**Wire density map**

The die is cut into 17 by 17 equal tiles; black is low, pale yellow is high, scaled to the fullest tile. Values are wire area over tile area, all layers added.
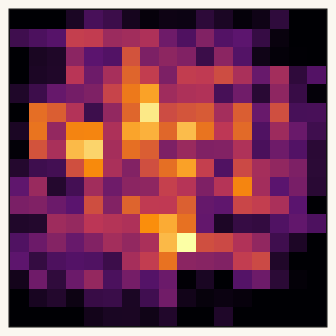
**Placement view**

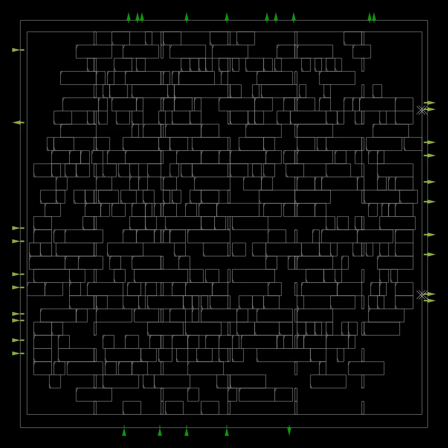
## src/rtl/seven_seg_scan_reader.sv

```systemverilog
// seven_seg_scan_reader
//   Watches a time-multiplexed 7-segment display bus and recovers the hex
//   value shown on every digit position. A digit is captured only after its
//   enable+segment combination has been steady long enough. Once every digit
//   has been seen, the whole set is published in one go.
//
// Ports
//   clk          rising-edge system clock
//   rst          synchronous active-high reset
//   seg_in       segment lines {a,b,c,d,e,f,g}, seg_in[6] = a
//   an_in        digit enables, bit i selects digit i
//   digits_out   recovered nibbles, digit i at [4i+3:4i]
//   invalid_out  bit i set when digit i's last pattern was not a hex glyph
//   frame_valid  one-cycle pulse when digits_out/invalid_out update
//   scan_err     one-cycle pulse when a steady multi-hot enable is captured
module seven_seg_scan_reader #(
  parameter int DIGITS         = 4,
  parameter int STABLE_CYCLES  = 4,
  parameter bit SEG_ACTIVE_LOW = 1'b0,
  parameter bit AN_ACTIVE_LOW  = 1'b0
) (
  input  logic                  clk,
  input  logic                  rst,
  input  logic [6:0]            seg_in,
  input  logic [DIGITS-1:0]     an_in,
  output logic [4*DIGITS-1:0]   digits_out,
  output logic [DIGITS-1:0]     invalid_out,
  output logic                  frame_valid,
  output logic                  scan_err
);

  localparam int CW = $clog2(STABLE_CYCLES + 1);
  // The counter lags the stable run by one sample, so HELD is entered on the
  // same edge that the counter steps up to STABLE_CYCLES-1.
  localparam int READY_AT = (STABLE_CYCLES >= 2) ? STABLE_CYCLES - 2 : 0;

  typedef enum logic {SETTLE, HELD} state_t;

  state_t                state, state_next;
  logic [6:0]            seg_q, seg_p;
  logic [DIGITS-1:0]     an_q, an_p;
  logic [CW-1:0]         cnt;
  logic [4*DIGITS-1:0]   shadow_val;
  logic [DIGITS-1:0]     shadow_inv;
  logic [DIGITS-1:0]     seen;
  logic                  changed;
  logic                  ready;
  logic                  capture;
  logic                  one_hot;
  logic                  seen_full;
  logic [4:0]            dec;

  // Returns {illegal, value}; unknown patterns decode to 0 and are flagged.
  function automatic logic [4:0] decode_glyph(input logic [6:0] pattern);
    logic [4:0] r;
    case (pattern)
      7'h7E:   r = 5'h00;
      7'h30:   r = 5'h01;
      7'h6D:   r = 5'h02;
      7'h79:   r = 5'h03;
      7'h33:   r = 5'h04;
      7'h5B:   r = 5'h05;
      7'h5F:   r = 5'h06;
      7'h70:   r = 5'h07;
      7'h7F:   r = 5'h08;
      7'h7B:   r = 5'h09;
      7'h77:   r = 5'h0A;
      7'h1F:   r = 5'h0B;
      7'h4E:   r = 5'h0C;
      7'h3D:   r = 5'h0D;
      7'h4F:   r = 5'h0E;
      7'h47:   r = 5'h0F;
      default: r = 5'h10;
    endcase
    return r;
  endfunction

  assign changed   = (an_q != an_p) || (seg_q != seg_p);
  assign ready     = (cnt >= CW'(READY_AT));
  assign one_hot   = (an_q != '0) && ((an_q & (an_q - DIGITS'(1))) == '0);
  assign seen_full = &seen;
  assign dec       = decode_glyph(seg_q);

  // Input stage, previous-sample copy, stability counter and state register.
  always_ff @(posedge clk) begin
    if (rst) begin
      seg_q <= '0;
      an_q  <= '0;
      seg_p <= '0;
      an_p  <= '0;
      cnt   <= '0;
      state <= SETTLE;
    end else begin
      seg_q <= SEG_ACTIVE_LOW ? ~seg_in : seg_in;
      an_q  <= AN_ACTIVE_LOW  ? ~an_in  : an_in;
      seg_p <= seg_q;
      an_p  <= an_q;
      if (changed) begin
        cnt <= '0;
      end else if (cnt != CW'(STABLE_CYCLES)) begin
        cnt <= cnt + CW'(1);
      end
      state <= state_next;
    end
  end

  // Capture fires once, on the SETTLE->HELD transition.
  always_comb begin
    state_next = state;
    capture    = 1'b0;
    case (state)
      SETTLE: begin
        if (!changed && ready) begin
          state_next = HELD;
          capture    = 1'b1;
        end
      end
      HELD: begin
        if (changed) begin
          state_next = SETTLE;
        end
      end
      default: state_next = SETTLE;
    endcase
  end

  // Shadow registers, seen mask and frame publication.
  always_ff @(posedge clk) begin
    if (rst) begin
      shadow_val  <= '0;
      shadow_inv  <= '0;
      seen        <= '0;
      digits_out  <= '0;
      invalid_out <= '0;
      frame_valid <= 1'b0;
      scan_err    <= 1'b0;
    end else begin
      if (capture && one_hot) begin
        for (int i = 0; i < DIGITS; i++) begin
          if (an_q[i]) begin
            shadow_val[4*i +: 4] <= dec[3:0];
            shadow_inv[i]        <= dec[4];
          end
        end
      end
      // A capture landing on the publish edge must survive the clear.
      seen <= (seen_full ? '0 : seen) | ((capture && one_hot) ? an_q : '0);
      scan_err    <= capture && (an_q != '0) && !one_hot;
      frame_valid <= seen_full;
      if (seen_full) begin
        digits_out  <= shadow_val;
        invalid_out <= shadow_inv;
      end
    end
  end

endmodule

```

## config.mk

```make
export PLATFORM = sky130hd
export DESIGN_NAME = seven_seg_scan_reader
export DESIGN_NICKNAME = d
export VERILOG_FILES = /design/src/rtl/seven_seg_scan_reader.sv
export SDC_FILE = /design/constraint.sdc
export NUM_CORES = 1
export LEC_CHECK = 0
export CAP_MARGIN = 10
export CORE_UTILIZATION = 45
export CTS_CLUSTER_DIAMETER = 30
export DETAILED_ROUTE_END_ITERATION = 10
export HOLD_SLACK_MARGIN = 0.1
export PLACE_DENSITY = 0.66
export SLEW_MARGIN = 20
export SYNTH_ARGS = -nofsm -noshare
export SYNTH_HDL_FRONTEND = slang
export SYNTH_SLANG_ARGS = --single-unit
```

## constraint.sdc

```tcl
create_clock -name clk -period 2.8 [get_ports clk]
set_clock_uncertainty 0.2 [all_clocks]
set_input_delay 0.42 -clock clk [delete_from_list [all_inputs] [get_ports clk]]
set_output_delay 0.42 -clock clk [all_outputs]
set_load 0.02 [all_outputs]
```

==> impl_metrics.env <==
# yosys + openroad results
export IMPL_syn_nets=339
export IMPL_use_met3_pct=5.93
export IMPL_wl_met3_um=195
export IMPL_ys_flop_type="dfxtp_1"
export IMPL_root_buffer="clkbuf_8"
export IMPL_drcViolationCount=4
export IMPL_crit_start="seg_q[1]"
export IMPL_regToRegEndpoint="shadow_val[14]"
export IMPL_max_stage_delay_ps=570
export IMPL_insertion_delay_ps=350
export IMPL_hold_start="rst"
export IMPL_hold_end="seg_q[0]"
export IMPL_layout_cells_non_filler=441
export IMPL_hold_viol=0
export IMPL_fp_dieW_um=84.0
export IMPL_cp_top_family="simple AND/OR/NAND/NOR gates"
export IMPL_cts_clk_slew_worst_paths_ps=70
export IMPL_grt_pass1_wl_um=9740
export IMPL_crit_top_cell="or4_1"
export IMPL_cp_buffers_inverters=1
export IMPL_max_cap_violations=0
export IMPL_grt_start_max_net_pins=31
export IMPL_setup_worst_path_class="flip-flop to flip-flop"
export IMPL_met2_usage_pct=27.4
export IMPL_p_per_area_mw_per_mm2=589
export IMPL_grt_setup_unrepaired="false"
export IMPL_p_leak_nw=1.35
export IMPL_antenna_found_initial=0
export IMPL_grt_use_total_pct=17.5
export IMPL_drive_gt1_share_pct=10.7
export IMPL_p_clk_w=0.00102
export IMPL_cp_arrival_ps=2670
export IMPL_ctsResizeCount=0
export IMPL_cp_num_cells=6
export IMPL_mostFrequentLayoutCell="dfxtp_1"
export IMPL_fin_nets=374
export IMPL_wl_met2_um=2550
export IMPL_endpoint_kind="flip-flop"
export IMPL_ioPinCount=35
export IMPL_async_flop_share_pct=0
export IMPL_dp_worst_setup_slack_ps=117
export IMPL_min_path_type="input port to flip-flop"
export IMPL_syn_area_mm2=0.00302
export IMPL_largestPowerGroup="sequential cells"
export IMPL_rrSetupSlack_ps=190
export IMPL_slowest_stage="or4_1"
export IMPL_hold_buffers=0
export IMPL_switching_power_w=0.000449
export IMPL_synth_warnings=0
export IMPL_cts_setup_buffers=0
export IMPL_final_area_mm2=0.00371
export IMPL_fin_ws_ps=190
export IMPL_seqPwrFrac_pct=48.2
export IMPL_violations="design-rule violations"
export IMPL_ir_drop_mv=0.456
export IMPL_p_sw_share_pct=20.5
export IMPL_chipArea_mm2=0.00705
export IMPL_pg_seq_w=0.00105
export IMPL_netlist_instances=324
export IMPL_syn_mean_instance_area_um2=9.33
export IMPL_diodes=0
export IMPL_routed_via_density=5.12
export IMPL_finalCritPeriodShare_pct=93.2
export IMPL_cp_required_ps=2860
export IMPL_synth_edff_count=0
export IMPL_status="complete, but fails checks"
export IMPL_warning_count=27
export IMPL_worstMarginPinSlew_ps=705
export IMPL_detail_route_wl_per_cell_um=12.9
export IMPL_dp_cells=425
## Picture notes: 'wire density map'
The densest ninth of the die: middle. The mean over all tiles is 0.13. 15% of the tiles are nearly empty.

## Picture notes: 'placement view'
Filler cells: 579
final design utilization: 57.7%

-- cell families (layout without fill, tap and decap cells) --
group                      Yosys count  in the layout  share of synthesized area (%)
AOI/OAI and AO/OA                   45             45                           9.35
and+or+nand+nor                    145            145                           27.7
muxes                               18             18                           5.96
xor gates and xnor gates            13             13                           4.02
buffers and inverters               28             68                           4.10
DFF                                 72             72                           47.7
adders and majority gates            3              3                           1.16
-- layout make-up --
| cell class | instances | area [um2] | share of cell area [%] |
|---|---|---|---|
| clock buffer | 11 | 151 | 4.08 |
| clock inverter | 5 | 103 | 2.77 |
| inverter | 4 | 15.0 | 0.405 |
| multi-input combinational | 224 | 1460 | 39.3 |
| sequential | 72 | 1440 | 38.9 |
| tap | 77 | 96.3 | 2.60 |
| timing repair buffer | 48 | 440 | 11.9 |
-- cell usage after synthesis (2+ instances only) --
| cell | count | share of area, % |
|---|---|---|
| dfxtp_1 | 72 | 48 |
| nand2_1 | 48 | 6.0 |
| a21oi_1 | 24 | 4.0 |
| nor2b_1 | 23 | 4.8 |
| nand2b_1 | 22 | 4.6 |
| clkbuf_1 | 20 | 2.5 |
| mux2i_1 | 18 | 6.0 |
| nor2_1 | 12 | 1.5 |
| xnor2_1 | 10 | 2.9 |
| nand3_1 | 6 | 0.99 |
| o21ai_0 | 6 | 0.99 |
| inv_1 | 4 | 0.50 |
| nand4_1 | 4 | 0.83 |
| o21bai_1 | 4 | 0.99 |
| or4_1 | 4 | 0.99 |
| and2_1 | 3 | 0.62 |
| nor3_1 | 3 | 0.50 |
| nor4_1 | 3 | 0.62 |
| nor4b_1 | 3 | 0.87 |
| nor4b_4 | 3 | 2.4 |
| o21ba_1 | 3 | 0.99 |
| and3_1 | 2 | 0.41 |
| buf_6 | 2 | 0.74 |
| ha_1 | 2 | 0.83 |
| xor2_1 | 2 | 0.58 |
